==> images/m1.png <==
(3 px per um) Cells faint in the background.
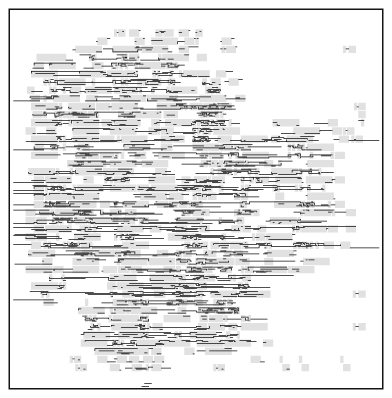
==> images/m2.png <==
(4 px per um)
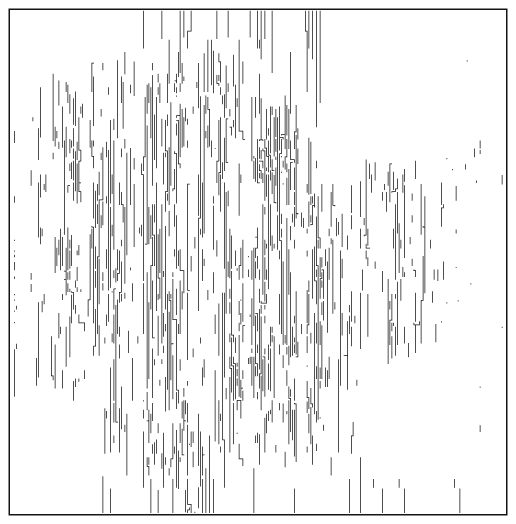
**src/rtl/boot_loader.sv**
```systemverilog
// boot_loader: byte-stream loader that fills instruction memory, then releases the CPU reset.
//   Stream: 16-bit word count N (LSB first), N little-endian 32-bit words, optional checksum byte.
//   Macro BOOT_LOADER_CHECKSUM_EN adds a trailing XOR checksum byte checked in CSUM.
//   clk, rst (async, active-low); rx_valid/rx_data/rx_ready byte handshake;
//   imem_we/imem_addr/imem_wdata memory write port; cpu_rst, done, error status.
module boot_loader #(
    parameter int          MAX_WORDS = 128,
    parameter logic [31:0] BASE_ADDR = 32'h0
) (
    input  logic        clk,
    input  logic        rst,
    input  logic        rx_valid,
    input  logic [7:0]  rx_data,
    output logic        rx_ready,
    output logic        imem_we,
    output logic [31:0] imem_addr,
    output logic [31:0] imem_wdata,
    output logic        cpu_rst,
    output logic        done,
    output logic        error
);
`ifdef BOOT_LOADER_CHECKSUM_EN
    typedef enum logic [2:0] {LEN_LO, LEN_HI, DATA, CSUM, DONE, ERR} state_t;
    localparam state_t FIN = CSUM;
    logic [7:0] csum;
`else
    typedef enum logic [2:0] {LEN_LO, LEN_HI, DATA, DONE, ERR} state_t;
    localparam state_t FIN = DONE;
`endif
    localparam logic [16:0] MAX_N = 17'(MAX_WORDS);
    state_t      state, state_d;
    logic [15:0] len, word_idx, n_full;
    logic [1:0]  byte_cnt;
    logic [31:0] shift, word;
    logic        acc, last_word;
    assign acc       = rx_valid & rx_ready;
    assign n_full    = {rx_data, len[7:0]};
    assign word      = {rx_data, shift[31:8]};
    assign last_word = word_idx == len - 16'd1;
    assign done      = state == DONE;
    assign error     = state == ERR;
    assign cpu_rst   = state != DONE;
    always_comb begin
        state_d = state;
        if (acc)
            case (state)
                LEN_LO:  state_d = LEN_HI;
                LEN_HI:  state_d = ({1'b0, n_full} > MAX_N) ? ERR : (n_full == 16'd0) ? FIN : DATA;
                DATA:    state_d = (byte_cnt == 2'd3 && last_word) ? FIN : DATA;
`ifdef BOOT_LOADER_CHECKSUM_EN
                CSUM:    state_d = (rx_data == csum) ? DONE : ERR;
`endif
                default: state_d = state;
            endcase
    end
    always_ff @(posedge clk or negedge rst)
        if (!rst) state <= LEN_LO;
        else      state <= state_d;
    // rx_ready is registered so it stays low in reset and rises on the first edge after release.
    always_ff @(posedge clk or negedge rst)
        if (!rst) begin
            rx_ready   <= 1'b0;
            imem_we    <= 1'b0;
            imem_addr  <= '0;
            imem_wdata <= '0;
            len        <= '0;
            word_idx   <= '0;
            byte_cnt   <= '0;
            shift      <= '0;
`ifdef BOOT_LOADER_CHECKSUM_EN
            csum       <= '0;
`endif
        end else begin
            rx_ready <= state_d != DONE && state_d != ERR;
            imem_we  <= 1'b0;
            if (acc && state == LEN_LO) len[7:0] <= rx_data;
            if (acc && state == LEN_HI) len[15:8] <= rx_data;
            if (acc && state == DATA) begin
                shift    <= word;
                byte_cnt <= byte_cnt + 2'd1;
`ifdef BOOT_LOADER_CHECKSUM_EN
                csum     <= csum ^ rx_data;
`endif
                if (byte_cnt == 2'd3) begin
                    imem_we    <= 1'b1;
                    imem_addr  <= BASE_ADDR + {14'd0, word_idx, 2'b00};
                    imem_wdata <= word;
                    word_idx   <= word_idx + 16'd1;
                end
            end
        end
endmodule
```
**config.mk**
```make
export PLATFORM = sky130hd
export DESIGN_NAME = boot_loader
export DESIGN_NICKNAME = d
export VERILOG_FILES = /design/src/rtl/boot_loader.sv
export SDC_FILE = /design/constraint.sdc
export NUM_CORES = 1
export LEC_CHECK = 0
export CAP_MARGIN = 20
export CORE_AREA = 5 5 119 121
export CTS_BUF_LIST = sky130_fd_sc_hd__clkbuf_8
export DETAILED_ROUTE_END_ITERATION = 6
export DIE_AREA = 0 0 124 126
export GPL_TIMING_DRIVEN = 0
export PLACE_DENSITY = 0.71
export SYNTH_ARGS = -nofsm -noshare
export SYNTH_HDL_FRONTEND = slang
export SYNTH_SLANG_ARGS = --single-unit
export TNS_END_PERCENT = 30
```
**constraint.sdc**
```tcl
create_clock -name clk -period 6.9 [get_ports clk]
set_clock_uncertainty 0.05 [all_clocks]
set_input_delay 1.725 -clock clk [delete_from_list [all_inputs] [get_ports clk]]
set_output_delay 1.725 -clock clk [all_outputs]
set_load 0.01 [all_outputs]
```
==> run_results.csv <==
group,metric,value,unit
sta,finalSetupViolCount,0,
placement,place.gp.congestion,0.839,
logic_synthesis,synthXorXnorAreaFrac,6.26,%
setup_path,crit_required,7.17,ns
logic_synthesis,synthCells,479,
grt,grt_pass1_wl,18600,um
final_layout,lay_top_cells,"nand2_1 (158), dfrtp_1 (111), clkdlybuf4s50_1 (62), mux2_2 (25), xnor2_1 (22)",
power,total_power,1.08,mW
detailed_routing,firstDrtPassIters,4,
worst_hold_path,hold_path_class,"flop to flop",
placement,dp_hpwl,8300,um
final_layout,num_antenna_cells,0,
logic_synthesis,ys_sh_aoi,4.15,%
final_layout,seqCellArea,2780,um2
detailed_routing,drt_iter0_drc,191,
setup_path,end_kind,"flop",
clock_network,clock-sinks,111,
worst_hold_path,hold_path_end,"imem_addr[6]$_DFFE_PN0P_",
clock_network,cts_hold_buf,0,
logic_synthesis,yosys_warnings,0,
sta,period_used_share,57.6,%
sta,period_needed,3.97,ns
clock_network,cts_resized,0,
run,tool_warnings,27,
run_status,outcome,"finished clean",
logic_synthesis,synthArstFlopShare,100,%
logic_synthesis,ys_area,5040,um2
logic_synthesis,synthMuxAreaShare,9.16,%
sta,fin_tns_setup,0,ns
logic_synthesis,syn_avg_cell_area,10.5,um2
logic_synthesis,yosysSeqAreaShare,55.1,%
final_layout,area_delta_synth_final,22.6,%
setup_path,critPathKind,"input pin to flop",
power,static-leakage-power,3.12,nW
logic_synthesis,top_area_cell,"dfrtp_1",
grt,antenna_found_initial,0,
logic_synthesis,synth_area,5040,um2
placement,io_buffer_count,63,
setup_path,rr_startpoint,"state[1]$_DFF_PN0_",
worst_hold_path,hold_start,"imem_addr[6]$_DFFE_PN0P_",
power,ir_drop,0.000120,V
die,fp.dieW,124,um
detailed_routing,detail-route-antenna-nets,0,
clock_network,cts_tree,"built",
Notes on m1.png above:
- nets with wire on the layer: 527
- longest straight run: 29.0 um
- share of all routed wire: 44%

Notes on m2.png above:
- share of all routed wire: 49%
- wire length on this layer: 5430 um

==> layout make-up <==
| cell class | count | area share, % |
|---|---|---|
| plain buffers | 34 | 3.16 |
| clock buffers | 10 | 2.23 |
| clock inverters | 6 | 1.09 |
| inverters | 8 | 0.486 |
| multi-input cells | 341 | 33.9 |
| flip-flops and latches | 111 | 45.0 |
| well taps | 176 | 3.56 |
| repair buffers | 64 | 10.6 |
==> cells in the mapped netlist (2+ instances only) <==
cell type and n:
inv_1 7, clkbuf_1 15, a21oi_1 2, buf_4 16
nor2_1 13, nand3_1 10, buf_1 2, and3_1 2
xor2_1 14, a31oi_1 2, nor3_1 7, nand2b_1 2
o21ai_0 2, ha_1 4, mux2_1 16, o21ai_1 2
nand3b_1 2, nand2_1 158, dfrtp_1 111, nor4_1 3
mux2_2 25, o31ai_1 3, xnor2_1 22, o21ba_1 2
o211ai_1 4
==> where the power goes <==
part           switching, mW  internal, mW  leakage, nW
clock                  0.241         0.154        0.106
combinational         0.0234        0.0133         1.48
sequential                 0         0.650         1.53
total                  0.264         0.817         3.12
==> state kept, by name, summed over array words and instances (netlist names) <==
register and flops:
len 16, word_idx 16, state 3, imem_wdata 32, imem_we 1, rx_ready 1, shift 24, imem_addr 16
byte_cnt 2
==> per-layer routing <==
layer,track usage [%],vias to the layer above,part of all wire [%]
li1,-,1737,-
met1,20.2,1755,44
met2,24.0,95,49
met3,3.68,14,5.7
met4,4.57,0,1.6
met5,0,-,0
==> worst max path at each step <==
stage | to | slack, ns | cells after the start
finish | imem_addr[11]$_DFFE_PN0P_ | 2.93 | 9
global route | imem_addr[11]$_DFFE_PN0P_ | 2.75 | 9
CTS | imem_addr[11]$_DFFE_PN0P_ | 2.90 | 9
detailed placement | imem_addr[11]$_DFFE_PN0P_ | 2.49 | 9
global placement | word_idx[9]$_DFFE_PN0P_ | 0.05 | 1
floorplan | shift[26]$_DFFE_PN0P_ | 3.68 | 4
==> critical path, stage by stage <==
cell and delay, ns:
clkdlybuf4s50_1 0.50, and2_1 0.13, clkbuf_1 0.21, nand2_1 0.34, inv_1 0.22, clkbuf_1 0.48, buf_1 0.40, nand2_1 0.15
nand2_1 0.08
==> per-stage QoR <==
stage	setup slack (ns)	cell area (um2)	utilization (%)	instances
4_1_cts	2.90	6180	47.6	750
2_1_floorplan	3.68	5100	-	494
3_3_place_gp	0.0482	5950	45.8	733
5_1_grt	2.75	6180	47.6	750
3_5_place_dp	2.49	5970	46.0	734
6_report	2.93	6180	47.6	750
==> cell families after synthesis <==
| family | after synthesis |
|---|---|
| and+or+nand+nor | 217 |
| xor gates and xnor gates | 36 |
| other | 1 |
| adders and majority gates | 5 |
| AOI/OAI and AO/OA | 26 |
| buffers and inverters | 42 |
| DFF | 111 |
| muxes | 41 |
Power figures rest on the tool's default switching activity, not on a simulated workload.
